==> images/met1.png <==
(1.5 px per um) Supply wires on this layer in gray.
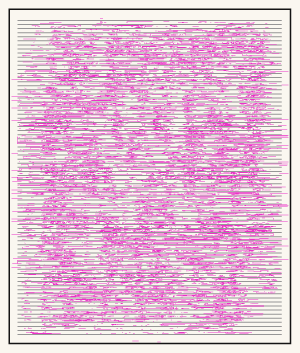
==> images/metal_stack.png <==
(1.5 px per um) Only two layers are drawn.
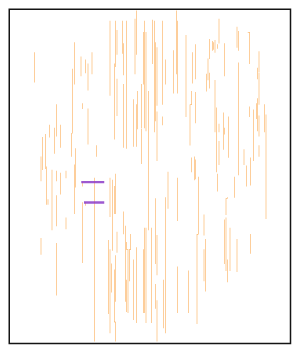
**src/rtl/regfile_wb_queue.sv**
```systemverilog
// regfile_wb_queue
// In-order writeback buffer that sits in front of a single register file
// write port. Writebacks are queued as {rd, data} entries and drained one
// per cycle whenever the register file is not stalled. Pending entries can
// be searched for operand bypass, and the youngest matching entry wins.
//
// Ports
//   clk              single clock, rising-edge state updates
//   reset            asynchronous active-high reset
//   in_valid         writeback request offered
//   in_ready         queue has a free entry (count < DEPTH)
//   in_rd, in_data   destination register index and value of the request
//   rf_stall         register file write port unavailable this cycle
//   rf_rd_addr       head entry register index (0 when empty)
//   rf_write_data    head entry value (0 when empty)
//   rf_write_enable  head entry is being written this cycle
//   q_rs_addr/q_rt_addr  operand lookup addresses
//   q_rs_hit/q_rt_hit    a pending write to that address exists
//   q_rs_data/q_rt_data  youngest pending value for that address (0 on miss)
//   count            number of occupied entries
//   drop_err         sticky: a request was offered while the queue was full
module regfile_wb_queue #(
  parameter int DEPTH = 4
) (
  input  logic                     clk,
  input  logic                     reset,
  input  logic                     in_valid,
  output logic                     in_ready,
  input  logic [4:0]               in_rd,
  input  logic [63:0]              in_data,
  input  logic                     rf_stall,
  output logic [4:0]               rf_rd_addr,
  output logic [63:0]              rf_write_data,
  output logic                     rf_write_enable,
  input  logic [4:0]               q_rs_addr,
  input  logic [4:0]               q_rt_addr,
  output logic                     q_rs_hit,
  output logic                     q_rt_hit,
  output logic [63:0]              q_rs_data,
  output logic [63:0]              q_rt_data,
  output logic [$clog2(DEPTH):0]   count,
  output logic                     drop_err
);

  localparam int AW = $clog2(DEPTH);
  localparam int CW = AW + 1;

  logic [AW-1:0] head;
  logic [AW-1:0] tail;
  logic [4:0]    rd_mem   [DEPTH];
  logic [63:0]   data_mem [DEPTH];
  logic          push;
  logic          pop;
  logic          empty;
  logic [AW-1:0] idx;

  // Handshake and drain control. There is no pass-through when full, so a
  // request arriving at full is refused even if the head drains that cycle.
  always_comb begin
    empty           = (count == '0);
    in_ready        = (count < CW'(DEPTH));
    rf_write_enable = !empty && !rf_stall;
    push            = in_valid && in_ready;
    pop             = rf_write_enable;
  end

  // Head entry presented to the register file; forced to zero when empty so
  // stale storage never leaks onto the write port.
  always_comb begin
    rf_rd_addr    = '0;
    rf_write_data = '0;
    if (!empty) begin
      rf_rd_addr    = rd_mem[head];
      rf_write_data = data_mem[head];
    end
  end

  // Bypass search. Entries are walked from oldest (head) to youngest, so a
  // later match overwrites an earlier one and the youngest value wins. Only
  // occupied slots are considered, which keeps the head visible during its
  // pop cycle and hides the entry being pushed until the next cycle.
  always_comb begin
    q_rs_hit  = 1'b0;
    q_rs_data = '0;
    q_rt_hit  = 1'b0;
    q_rt_data = '0;
    idx       = '0;
    for (int k = 0; k < DEPTH; k++) begin
      idx = head + AW'(k);
      if (CW'(k) < count) begin
        if (rd_mem[idx] == q_rs_addr) begin
          q_rs_hit  = 1'b1;
          q_rs_data = data_mem[idx];
        end
        if (rd_mem[idx] == q_rt_addr) begin
          q_rt_hit  = 1'b1;
          q_rt_data = data_mem[idx];
        end
      end
    end
  end

  // Entry storage. Not reset: occupancy is tracked by count, and every
  // output derived from storage is gated by it.
  always_ff @(posedge clk) begin
    if (push) begin
      rd_mem[tail]   <= in_rd;
      data_mem[tail] <= in_data;
    end
  end

  // Pointers, occupancy and the sticky overflow flag. Pointers wrap
  // naturally because DEPTH is a power of two.
  always_ff @(posedge clk or posedge reset) begin
    if (reset) begin
      head     <= '0;
      tail     <= '0;
      count    <= '0;
      drop_err <= 1'b0;
    end else begin
      if (push) tail <= tail + 1'b1;
      if (pop)  head <= head + 1'b1;
      case ({push, pop})
        2'b10:   count <= count + 1'b1;
        2'b01:   count <= count - 1'b1;
        default: count <= count;
      endcase
      if (in_valid && !in_ready) drop_err <= 1'b1;
    end
  end

endmodule

```
**config.mk**
```make
export PLATFORM = sky130hd
export DESIGN_NAME = regfile_wb_queue
export DESIGN_NICKNAME = d
export VERILOG_FILES = /design/src/rtl/regfile_wb_queue.sv
export SDC_FILE = /design/constraint.sdc
export NUM_CORES = 1
export LEC_CHECK = 0
export ABC_AREA = 1
export CORE_ASPECT_RATIO = 1.2
export CORE_MARGIN = 5
export CORE_UTILIZATION = 57
export DETAILED_ROUTE_END_ITERATION = 16
export PLACE_DENSITY = 0.82
export SYNTH_ARGS = -nofsm -noshare
export SYNTH_HDL_FRONTEND = slang
export SYNTH_SLANG_ARGS = --single-unit
```
**constraint.sdc**
```tcl
create_clock -name clk -period 5.4 [get_ports clk]
set_input_delay 0.54 -clock clk [delete_from_list [all_inputs] [get_ports clk]]
set_output_delay 0.54 -clock clk [all_outputs]
set_load 0.1 [all_outputs]
```
==> job_summary.md <==
## Implementation flow summary

| Metric | Value |
|---|---|
| Most frequent cell after synthesis | nand2_1 |
| Top cells by area | edfxtp_1 (39%), nand2_1 (19%), nor2_1 (11%) |
| Worst R2R End | count[2] |
| Setup Fix Bufs, Post-CTS | 0 |
| Clk_skew | 0.00770 ns |
| Dpl ws | 0.936 ns |
| Final WL | 70900 um |
| Status | finished clean |
| Fin Setup TNS | 0 ns |
| Cell Area, Synth | 21300 sq um |
| Crit end category | output pin |
| GRT Total Usage | 32.4% |
| Antenna Nets Post-Route | 0 |
| Clock latency on the worst-skew pair | 0.59 ns |
| Clk root buf | clkbuf_16 |
| Final nets | 3409 |
| Vias in the first global route | 21900 |
| Main flop type | edfxtp_1 |
| Final setup viols | 0 |
| 1st-pass router iterations | 6 |
| Chip area | 41400 sq um |
| Floorplan die height | 222 um |
| Yosys top cell by area | edfxtp_1 |
| Top cells by count, synth | nand2_1 (1069), nor2_1 (612), o21ai_0 (387), edfxtp_1 (276), inv_1 (243) |
| # Max-Cap Violations | 0 |
| Fillers | 2907 |
| Yosys warning count | 0 |
| Startpoint Class | flip-flop |
Back to the opening pictures, met1.png:
main direction = horizontal
wire length on this layer = 25.3 mm
longest straight run = 47.4 um
share of all routed wire = 36%
nets with wire on the layer = 3077

Back to the opening pictures, metal_stack.png:
purple -> met5  # wire length 25.8 um
orange -> met4  # wire length 4290 um

[kinds of logic after synthesis]
kind of cell | synth area share, %
AOI/OAI and AO/OA | 9.49
buffers and inverters | 9.05
adders and majority gates | 0.528
xor gates and xnor gates | 0.610
DFF | 39.8
muxes | 6.10
and+or+nand+nor | 34.4
[final cells by class]
class / instances / area, sq um / area share [%]
multi-input cells: 2432 / 11000 / 41.1
flip-flops and latches: 284 / 8500 / 31.7
repair buffers: 321 / 4590 / 17.2
inverters: 247 / 930 / 3.47
clock buffers: 35 / 791 / 2.95
well taps: 474 / 593 / 2.22
clock inverters: 22 / 345 / 1.29
diodes: 7 / 17.5 / 0.0654
[layer usage]
metal	GRT usage [%]	routed length [um]	vias to the layer above
met3	6.63	7550	349
met2	54.0	33700	1400
met5	0	25	-
li1	-	-	10400
met4	19.9	4290	4
met1	38.5	25300	10100
[registers in the layout, indices dropped and copies added, names as in the netlist]
register,flops
count,3
data_mem,256
head,2
tail,2
drop_err,1
rd_mem,20
[worst max-delay path, delay by kind of cell (launching register included)]
family,cells,cell delay (ns)
AND-OR/OR-AND,1,0.28
buffers and inverters,4,1.89
flip-flops,1,0.67
AND/OR/NAND/NOR,10,1.20
[placed cells by master (no fill, tap or decap), types with 2 or more instances in the layout]
master / netlist / final
nand2_1: 1069 / 1069
inv_6: 0 / 2
xor2_1: 11 / 11
xnor2_1: 2 / 2
nor2_4: 3 / 9
dfrtp_1: 8 / 6
buf_12: 0 / 144
clkinv_1: 1 / 5
buf_4: 15 / 24
a21oi_1: 6 / 6
nand2_2: 5 / 4
nor2_1: 612 / 607
clkinv_2: 0 / 3
nand3_1: 181 / 177
clkbuf_1: 68 / 4
edfxtp_1: 276 / 276
mux2i_1: 130 / 130
clkbuf_16: 0 / 31
clkinvlp_4: 0 / 2
nand3_4: 0 / 4
clkdlybuf4s50_1: 0 / 153
dfrtp_4: 0 / 2
ha_1: 9 / 9
o21ai_0: 387 / 387
inv_1: 243 / 243
bufinv_16: 0 / 9
diode_2: 0 / 7
o21ai_1: 8 / 8
inv_2: 3 / 3
[metrics by stage]
stage	hold WS (ns)	util, %
after floorplan	0.356	-
after global placement	0.443	69.4
after global routing	0.261	72.6
after detailed placement	0.453	69.4
final	0.202	72.6
after CTS	0.204	72.5
[worst min path at each step]
stage	startpoint	end	slack, ns	cells after the start
CTS	reset	head[0]	0.20	2
global placement	drop_err	drop_err	0.44	1
global route	reset	tail[0]	0.26	2
finish	reset	drop_err	0.20	2
detailed placement	drop_err	drop_err	0.45	1
floorplan	reset	count[0]	0.36	1
